`config.mk`:
```
export PLATFORM = sky130hd
export DESIGN_NAME = bcd_timer_ctrl_flat
export DESIGN_NICKNAME = d
export VERILOG_FILES = /design/src/rtl/bcd_timer_pkg.sv /design/src/rtl/bcd_timer_ctrl_if.sv /design/src/rtl/bcd2_updown.sv /design/src/rtl/bcd_timer_ctrl.sv /design/src/flat_wrapper.sv
export SDC_FILE = /design/constraint.sdc
export NUM_CORES = 1
export LEC_CHECK = 0
export CAP_MARGIN = 20
export CELL_PAD_IN_SITES_DETAIL_PLACEMENT = 1
export CELL_PAD_IN_SITES_GLOBAL_PLACEMENT = 2
export CORE_MARGIN = 2
export CORE_UTILIZATION = 30
export CTS_CLUSTER_DIAMETER = 50
export DETAILED_ROUTE_END_ITERATION = 12
export GPL_ROUTABILITY_DRIVEN = 0
export PLACE_DENSITY = 0.8
export SLEW_MARGIN = 40
export SYNTH_ARGS = -nofsm -noshare
export SYNTH_HDL_FRONTEND = slang
export SYNTH_HIERARCHICAL = 1
export SYNTH_SLANG_ARGS = --single-unit
```
`constraint.sdc`:
```
create_clock -name clk -period 2.7 [get_ports clk]
set_input_delay 0.675 -clock clk [delete_from_list [all_inputs] [get_ports clk]]
set_output_delay 0.675 -clock clk [all_outputs]
set_load 0.01 [all_outputs]
```
`src/rtl/bcd_timer_pkg.sv`:
```
// Shared types and constants for the two-digit BCD stopwatch/countdown timer.
// Digits are 4-bit BCD and are always kept inside 0..9.
package bcd_timer_pkg;

  typedef enum logic [1:0] {
    ST_IDLE  = 2'd0,
    ST_RUN   = 2'd1,
    ST_PAUSE = 2'd2,
    ST_DONE  = 2'd3
  } timer_state_e;

  typedef logic [3:0] bcd_t;

  localparam bcd_t BCD_MAX  = 4'd9;
  localparam bcd_t BCD_ZERO = 4'd0;

  // Non-decimal preset codes (A-F) saturate to 9 rather than wrapping.
  function automatic bcd_t bcd_clamp(input logic [3:0] digit);
    return (digit > BCD_MAX) ? BCD_MAX : digit;
  endfunction

endpackage

```
`src/rtl/bcd_timer_ctrl_if.sv`:
```
// Command, preset-load and display-side signals of the BCD timer.
// The master is the front-panel/command side; the slave is the timer controller.
interface bcd_timer_ctrl_if;
  import bcd_timer_pkg::*;

  logic       cmd_start;
  logic       cmd_stop;
  logic       cmd_clear;
  logic       dir_up;
  logic       load_valid;
  logic       load_ready;
  bcd_t       load_tens;
  bcd_t       load_ones;
  logic       lap;
  bcd_t       tens;
  bcd_t       ones;
  bcd_t       lap_tens;
  bcd_t       lap_ones;
  logic [1:0] state;
  logic       running;
  logic       done;
  logic       wrap;

  modport master (
    output cmd_start, cmd_stop, cmd_clear, dir_up,
    output load_valid, load_tens, load_ones, lap,
    input  load_ready, tens, ones, lap_tens, lap_ones,
    input  state, running, done, wrap
  );

  modport slave (
    input  cmd_start, cmd_stop, cmd_clear, dir_up,
    input  load_valid, load_tens, load_ones, lap,
    output load_ready, tens, ones, lap_tens, lap_ones,
    output state, running, done, wrap
  );

endinterface

```
`src/rtl/bcd2_updown.sv`:
```
// Two-digit BCD up/down counter with synchronous clear and load, tick enable,
// and a flag telling whether the next enabled step reaches the terminal value.
module bcd2_updown
  import bcd_timer_pkg::*;
(
  input  logic clk,
  input  logic rst,
  input  logic clear,
  input  logic load,
  input  bcd_t load_tens,
  input  bcd_t load_ones,
  input  logic en,
  input  logic dir_up,
  output bcd_t tens,
  output bcd_t ones,
  output logic next_terminal,
  output logic is_zero
);

  bcd_t tens_q, tens_d;
  bcd_t ones_q, ones_d;

  always_comb begin
    tens_d = tens_q;
    ones_d = ones_q;
    if (clear) begin
      tens_d = BCD_ZERO;
      ones_d = BCD_ZERO;
    end else if (load) begin
      tens_d = bcd_clamp(load_tens);
      ones_d = bcd_clamp(load_ones);
    end else if (en) begin
      if (dir_up) begin
        if (ones_q == BCD_MAX) begin
          ones_d = BCD_ZERO;
          tens_d = (tens_q == BCD_MAX) ? BCD_ZERO : tens_q + 4'd1;
        end else begin
          ones_d = ones_q + 4'd1;
        end
      end else begin
        // Borrowing below 00 wraps to 99 so digits stay decimal on every path.
        if (ones_q == BCD_ZERO) begin
          ones_d = BCD_MAX;
          tens_d = (tens_q == BCD_ZERO) ? BCD_MAX : tens_q - 4'd1;
        end else begin
          ones_d = ones_q - 4'd1;
        end
      end
    end
  end

  always_ff @(posedge clk or posedge rst) begin
    if (rst) begin
      tens_q <= BCD_ZERO;
      ones_q <= BCD_ZERO;
    end else begin
      tens_q <= tens_d;
      ones_q <= ones_d;
    end
  end

  assign tens          = tens_q;
  assign ones          = ones_q;
  assign is_zero       = (tens_q == BCD_ZERO) && (ones_q == BCD_ZERO);
  assign next_terminal = dir_up ? ((tens_q == BCD_MAX) && (ones_q == BCD_MAX))
                                : ((tens_q == BCD_ZERO) && (ones_q == 4'd1));

endmodule

```
`src/rtl/bcd_timer_ctrl.sv`:
```
// Stopwatch / countdown controller: command FSM, tick prescaler, preset-load
// handshake, lap snapshot and the done/wrap event pulses around a BCD counter.
module bcd_timer_ctrl
  import bcd_timer_pkg::*;
#(
  parameter int PRESCALE = 4,
  parameter int PW       = 16
) (
  input  logic              clk,
  input  logic              rst,
  bcd_timer_ctrl_if.slave   bus
);

  localparam logic [PW-1:0] PRE_LAST = PW'(PRESCALE - 1);

  timer_state_e  state_q, state_d;
  logic [PW-1:0] pre_q, pre_d;
  logic          dir_q, dir_d;
  bcd_t          lap_tens_q, lap_tens_d;
  bcd_t          lap_ones_q, lap_ones_d;
  logic          running_q, running_d;
  logic          done_q, done_d;
  logic          wrap_q, wrap_d;
  logic          load_ready_q, load_ready_d;

  logic cnt_clear, cnt_load, cnt_en;
  logic cnt_terminal, cnt_zero;
  logic tick, load_accept;
  bcd_t cnt_tens, cnt_ones;

  bcd2_updown u_count (
    .clk           (clk),
    .rst           (rst),
    .clear         (cnt_clear),
    .load          (cnt_load),
    .load_tens     (bus.load_tens),
    .load_ones     (bus.load_ones),
    .en            (cnt_en),
    .dir_up        (dir_q),
    .tens          (cnt_tens),
    .ones          (cnt_ones),
    .next_terminal (cnt_terminal),
    .is_zero       (cnt_zero)
  );

  assign tick        = (state_q == ST_RUN) && (pre_q == PRE_LAST);
  assign load_accept = bus.load_valid && load_ready_q;

  // Priority: clear, then load accept, then stop, then start.
  always_comb begin
    state_d    = state_q;
    pre_d      = pre_q;
    dir_d      = dir_q;
    lap_tens_d = lap_tens_q;
    lap_ones_d = lap_ones_q;
    done_d     = 1'b0;
    wrap_d     = 1'b0;
    cnt_clear  = 1'b0;
    cnt_load   = 1'b0;
    cnt_en     = 1'b0;

    if (bus.cmd_clear) begin
      state_d   = ST_IDLE;
      pre_d     = '0;
      cnt_clear = 1'b1;
    end else if (load_accept) begin
      cnt_load = 1'b1;
      pre_d    = '0;
      if (state_q == ST_DONE) state_d = ST_IDLE;
    end else begin
      unique case (state_q)
        ST_IDLE: begin
          if (bus.cmd_start && (bus.dir_up || !cnt_zero)) begin
            dir_d   = bus.dir_up;
            pre_d   = '0;
            state_d = ST_RUN;
          end
        end
        ST_RUN: begin
          if (tick) begin
            pre_d  = '0;
            cnt_en = 1'b1;
            if (cnt_terminal && dir_q) begin
              wrap_d = 1'b1;
            end else if (cnt_terminal) begin
              done_d  = 1'b1;
              state_d = ST_DONE;
            end
          end else begin
            pre_d = pre_q + 1'b1;
          end
          if (bus.cmd_stop && (state_d == ST_RUN)) state_d = ST_PAUSE;
        end
        ST_PAUSE: begin
          if (bus.cmd_start) state_d = ST_RUN;
        end
        default: ;
      endcase
    end

    // Lap captures the count as it stood before this edge, even on a tick.
    if (bus.lap && !bus.cmd_clear && ((state_q == ST_RUN) || (state_q == ST_PAUSE))) begin
      lap_tens_d = cnt_tens;
      lap_ones_d = cnt_ones;
    end

    running_d    = (state_d == ST_RUN);
    load_ready_d = (state_d != ST_RUN);
  end

  always_ff @(posedge clk or posedge rst) begin
    if (rst) begin
      state_q      <= ST_IDLE;
      pre_q        <= '0;
      dir_q        <= 1'b1;
      lap_tens_q   <= BCD_ZERO;
      lap_ones_q   <= BCD_ZERO;
      running_q    <= 1'b0;
      done_q       <= 1'b0;
      wrap_q       <= 1'b0;
      load_ready_q <= 1'b1;
    end else begin
      state_q      <= state_d;
      pre_q        <= pre_d;
      dir_q        <= dir_d;
      lap_tens_q   <= lap_tens_d;
      lap_ones_q   <= lap_ones_d;
      running_q    <= running_d;
      done_q       <= done_d;
      wrap_q       <= wrap_d;
      load_ready_q <= load_ready_d;
    end
  end

  assign bus.tens       = cnt_tens;
  assign bus.ones       = cnt_ones;
  assign bus.lap_tens   = lap_tens_q;
  assign bus.lap_ones   = lap_ones_q;
  assign bus.state      = state_q;
  assign bus.running    = running_q;
  assign bus.done       = done_q;
  assign bus.wrap       = wrap_q;
  assign bus.load_ready = load_ready_q;

endmodule
```
`src/flat_wrapper.sv`:
```
// flat-port wrapper written by rule: the top's interface ports become plain ports
module bcd_timer_ctrl_flat import bcd_timer_pkg::*;
#(
  parameter int PRESCALE = 4,
  parameter int PW       = 16
)
  (clk, rst, bus_cmd_start, bus_cmd_stop, bus_cmd_clear, bus_dir_up, bus_load_valid, bus_load_tens, bus_load_ones, bus_lap, bus_load_ready, bus_tens, bus_ones, bus_lap_tens, bus_lap_ones, bus_state, bus_running, bus_done, bus_wrap);
  bcd_timer_ctrl_if bus_i ();
  input  logic clk;
  input  logic rst;
  input wire logic [$bits(bus_i.cmd_start)-1:0] bus_cmd_start;
  input wire logic [$bits(bus_i.cmd_stop)-1:0] bus_cmd_stop;
  input wire logic [$bits(bus_i.cmd_clear)-1:0] bus_cmd_clear;
  input wire logic [$bits(bus_i.dir_up)-1:0] bus_dir_up;
  input wire logic [$bits(bus_i.load_valid)-1:0] bus_load_valid;
  input wire logic [$bits(bus_i.load_tens)-1:0] bus_load_tens;
  input wire logic [$bits(bus_i.load_ones)-1:0] bus_load_ones;
  input wire logic [$bits(bus_i.lap)-1:0] bus_lap;
  output wire logic [$bits(bus_i.load_ready)-1:0] bus_load_ready;
  output wire logic [$bits(bus_i.tens)-1:0] bus_tens;
  output wire logic [$bits(bus_i.ones)-1:0] bus_ones;
  output wire logic [$bits(bus_i.lap_tens)-1:0] bus_lap_tens;
  output wire logic [$bits(bus_i.lap_ones)-1:0] bus_lap_ones;
  output wire logic [$bits(bus_i.state)-1:0] bus_state;
  output wire logic [$bits(bus_i.running)-1:0] bus_running;
  output wire logic [$bits(bus_i.done)-1:0] bus_done;
  output wire logic [$bits(bus_i.wrap)-1:0] bus_wrap;
  assign bus_i.cmd_start = bus_cmd_start;
  assign bus_i.cmd_stop = bus_cmd_stop;
  assign bus_i.cmd_clear = bus_cmd_clear;
  assign bus_i.dir_up = bus_dir_up;
  assign bus_i.load_valid = bus_load_valid;
  assign bus_i.load_tens = bus_load_tens;
  assign bus_i.load_ones = bus_load_ones;
  assign bus_i.lap = bus_lap;
  assign bus_load_ready = bus_i.load_ready;
  assign bus_tens = bus_i.tens;
  assign bus_ones = bus_i.ones;
  assign bus_lap_tens = bus_i.lap_tens;
  assign bus_lap_ones = bus_i.lap_ones;
  assign bus_state = bus_i.state;
  assign bus_running = bus_i.running;
  assign bus_done = bus_i.done;
  assign bus_wrap = bus_i.wrap;
  bcd_timer_ctrl #(.PRESCALE(PRESCALE), .PW(PW)) u_core (.clk(clk), .rst(rst), .bus(bus_i));
endmodule
```
**Run 1: floorplan with the power grid**

The bar under the picture is 20 um long. Pins as bars on the die edge. Tap cells in grey.
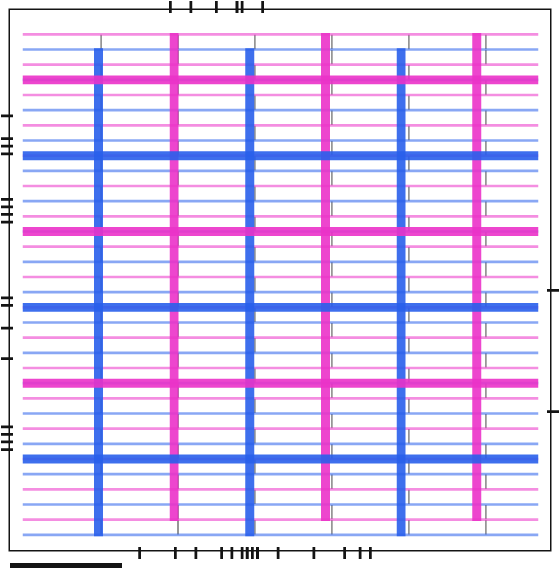
[VSS] blue
[VDD] magenta
met1 rails: 34
met4 straps: 6
Floorplan Core Area: 8300 um^2
Die H: 96.9 um
Die Span X: 96.9 um
maximum VDD drop: 0.000275 V

**Run 1: placed cells, one colour a class**

Fill, decap, tap and diode cells in grey.
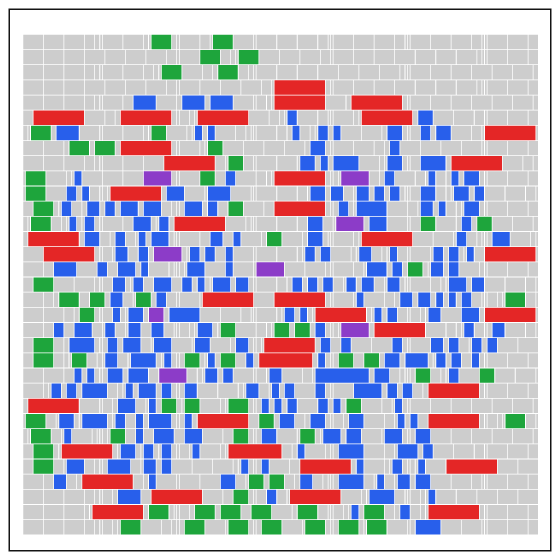
[clock drivers and dummy loads] purple | cells: 8
[registers] red | cells: 39
[remaining logic cells] blue | cells: 238
[remaining buffers and delay cells] green | cells: 69
Final Core Density: 0.404
row cnt: 33
finished layout cell area: 3350 um^2
fraction of standard cell area that is sequential: 0.292

==> results.rst, run 1 <==
Metrics
=======

.. list-table::
   :header-rows: 1

   * - Metric
     - Value
   * - Slew at the pin with the worst max-slew slack
     - around 0.49 ns
   * - Starting DRC count in detailed routing
     - between 90 and 100
   * - Signed area change from the synthesized netlist to the final layout
     - 29.7%
   * - Run status
     - finished clean
   * - Final setup vio count
     - 0
   * - Most used flip-flop cell
     - sky130_fd_sc_hd__dfrtp_1
   * - Cell Chain, Critical Path
     - ha_1, nor4b_2, nand4_1, buf_4, buf_4, or4_1, and3_4, and2_1
   * - Met3 routed wirelength
     - about 160 um
   * - Largest incremental delay on the critical path
     - about 0.54 ns
   * - Seq pwr
     - around 670 uW
   * - Hold Startpoint
     - u_core/bus.lap_ones[0]
   * - Power Clock
     - around 450 uW
   * - Cell at the root of the clock tree
     - sky130_fd_sc_hd__clkbuf_8
   * - Power per standard cell area
     - approximately 470 nW/um^2
   * - Top sig layer
     - met4
   * - Total Nets Final
     - 378
   * - Vias in the first global route
     - 2641
   * - Startpoint types
     - register
   * - Wirelength, routed
     - 7830 um
   * - Parity-gate share of the synthesized area counting xor and xnor cells
     - 0.0102
   * - Post-synthesis share of cell area spent on full adders, half adders and majority gates
     - 0.0435
   * - Type of the worst min-delay path
     - register to register
   * - Switching power share of the total
     - 0.311
   * - Distinct cells, synth
     - roughly 59
**Run 1: nets reached from selected ports**

The bar under the picture is 20 um long.
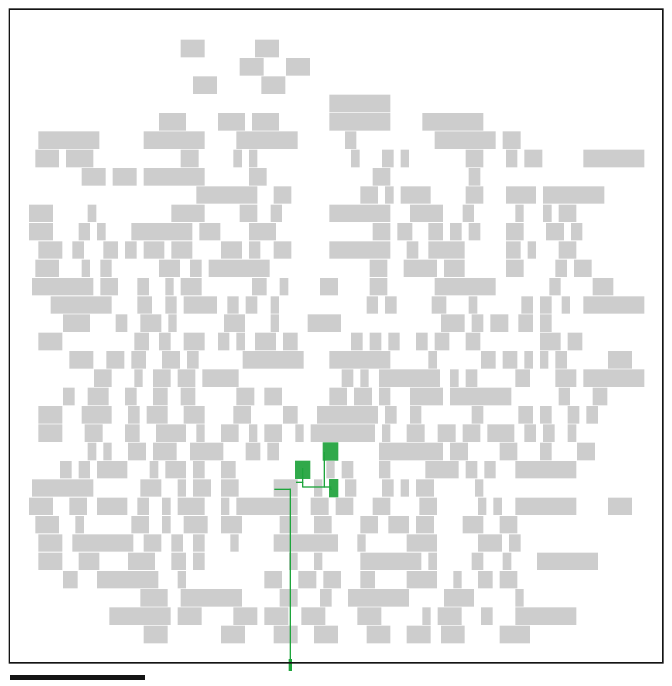
[bus_dir_up] green | bits: 1 | direction: input | edge: south | end cells: 3 | buffers: 1 | wire: 41.0 um
number of top-level pins: 38
tally of buffers added on design ports: 37

## run 1: sequential cells by signal, summed over array words and instances (netlist names)
name / count
u_core/bus.state: 2
u_core/bus.done: 1
u_core/pre_q: 16
u_core/bus.wrap: 1
u_core/bus.lap_ones: 4
u_core/bus.load_ready: 1
u_core/bus.lap_tens: 4
u_core/bus.running: 1
u_core/u_count/tens: 4
u_core/dir_q: 1
u_core/u_count/ones: 4
## run 1: cell type report
cell class / count / area [um^2]
fill: 974 / 4940
multi-input combinational: 221 / 1470
sequential: 39 / 978
timing repair buffer: 69 / 611
tap: 105 / 131
clock buffer: 7 / 96.3
inverter: 17 / 63.8
clock inverter: 1 / 7.51
==> run 1 -> run 2 <==
- CORE_MARGIN: 2 -> unset
==> results.rst, run 2 <==
Metrics
=======

.. list-table::
   :header-rows: 1

   * - Metric
     - Value
   * - Run status
     - finished clean
   * - Filler cells
     - 982 (+0.82%)
   * - Combinational fraction of the cell area
     - 0.443 (+0.00550)
   * - Starting DRC count in detailed routing
     - 61 (-36%)
   * - Final setup vio count
     - 0 (unchanged)
   * - Final non-clock buffer share
     - 0.178 (-0.00361)
   * - Vias in the first global route
     - 2621 (-0.76%)
   * - Num tapcells
     - 105 (unchanged)
   * - Final tally of max-slew violations
     - 0
   * - Cell Chain, Critical Path
     - ha_2, nor4b_2, nand4_1, nor2_2, buf_4, clkinv_1, or4_1, a21o_1, a311oi_2
   * - Largest incremental delay on the critical path
     - 0.50 ns (-0.04 ns)
   * - Power per standard cell area
     - 464 nW/um^2 (-1.3%)
   * - Most used flip-flop cell
     - sky130_fd_sc_hd__dfrtp_1
   * - Maximum VDD drop
     - 0.000174 V (-37%)
   * - Non-clock inverters
     - 17 (unchanged)
   * - Critical Path Start
     - u_core/pre_q[0]
   * - Biggest register
     - u_core/pre_q
   * - Clock network contribution to total cell area
     - 0.0274 (-0.00360)
   * - Number of design rule violations left after detail routing
     - 0
   * - Total area of sequential cells
     - 978 um^2 (unchanged)
   * - Distinct cells, synth
     - 59 (unchanged)
   * - Tally of buffers added on design ports
     - 37 (unchanged)
   * - Finished layout cell area
     - 3340 um^2 (-0.49%)
   * - Flops
     - 39 (unchanged)
   * - Reg2reg end
     - u_core/u_count/tens[3]
   * - Die H
     - 94.9 um (-2.1%)
   * - Row cnt
     - 33 (unchanged)
   * - Normalized max-slew margin
     - 0.662
   * - Hold Startpoint
     - u_core/bus.lap_ones[0]
   * - Biggest cell category by area in the final layout
     - logic gates
   * - Max FFs per register
     - 16 (unchanged)
   * - Non-clock buffer count
     - 67 (-2.9%)
   * - Cell count of the worst reg-to-reg path
     - 9
   * - Largest area contributor in the netlist
     - sky130_fd_sc_hd__dfrtp_1
   * - Cell at the root of the clock tree
     - sky130_fd_sc_hd__clkbuf_8
   * - Floorplan Core Area
     - 8300 um^2 (unchanged)
   * - Most numerous cell types in the synthesized netlist
     - 37 x sky130_fd_sc_hd__dfrtp_1, 23 x sky130_fd_sc_hd__o21ai_0, 22 x sky130_fd_sc_hd__nand2_1, 16 x sky130_fd_sc_hd__inv_1, 16 x sky130_fd_sc_hd__nor2_1
   * - Ys async rst share
     - 1.00
   * - Gate Area
     - 1480 um^2 (+0.77%)
   * - Signed area change from the synthesized netlist to the final layout
     - 29.1%
   * - Number of multi-input combinational cells
     - 221 (unchanged)
   * - Total of clock buffers placed in the layout
     - 7 (unchanged)
   * - Crit. End Element
     - register
   * - Die Span X
     - 94.9 um (-2.1%)
   * - Number of top-level pins
     - 38 (unchanged)
   * - Leftover overflow at the end of global routing
     - 0
   * - Startpoint types
     - register
run 2: cell counts after synthesis:
Identical to the previous run, type by type.
run 2: cell families (layout without fill, tap and decap cells):
family	Yosys count	count (layout)	share of synthesized area
fa+ha+maj	9	9	0.0435
flops	39	39	0.378
simple gates	118	118	0.255
xor+xnor	3	3	0.0102
mux	8	8	0.0348
compound gates	83	83	0.224
buf+inv	32	92	0.0547
run 2: routing by layer:
metal	GRT usage	wire, um	vias up
met2	0.326	3840	43
met4	0.0467	82	0
li1	-	-	1204
met5	0	0	-
met3	0.0274	259	7
met1	0.243	3650	1230
run 2: power breakdown:
| part | total [uW] | switching [uW] | internal (uW) | leakage, uW |
|---|---|---|---|---|
| clock | 433 | 226 | 207 | 0.0000482 |
| sequential | 672 | 37.6 | 634 | 0.000529 |
| combinational | 445 | 232 | 213 | 0.000809 |
**Run 2: wiring heat map**

The die is cut into 19 by 19 equal tiles; dark blue is low, red is high, scaled to the fullest tile. Values are wire area over tile area, all layers added.
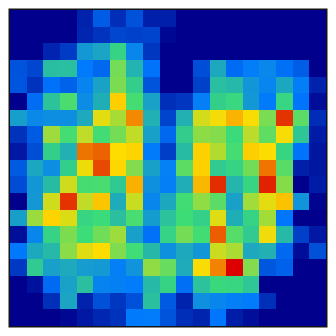
nearly empty tiles: 19%
fullest tile: 0.41
tiles over half the peak: 25%
mean over tiles: 0.13
emptiest ninth of the die: north-east
wirelength, routed: 7840 um
drt wl/cell: 17.2 um
vias after detailed routing: 2484
Tot GR Track Use: 0.187

**Run 2: placed cells, one colour a class**

Fill, decap, tap and diode cells in grey.
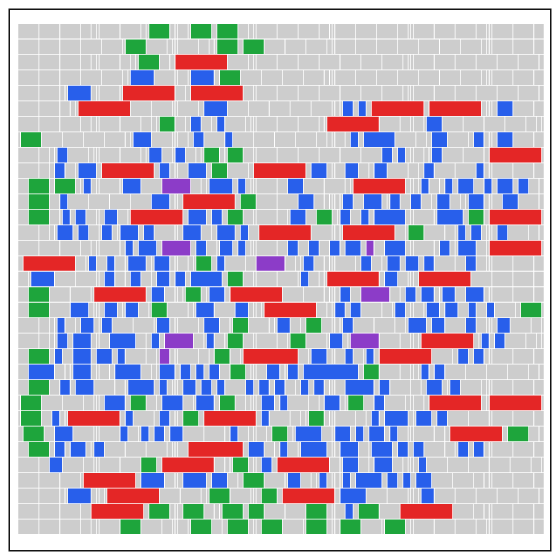
[registers] red | cells: 39
[remaining buffers and delay cells] green | cells: 67
[clock drivers and dummy loads] purple | cells: 8
[remaining logic cells] blue | cells: 238
Final Core Density: 0.402
fraction of standard cell area that is sequential: 0.293

No activity file was given, so power comes from the tool's default toggle rates.
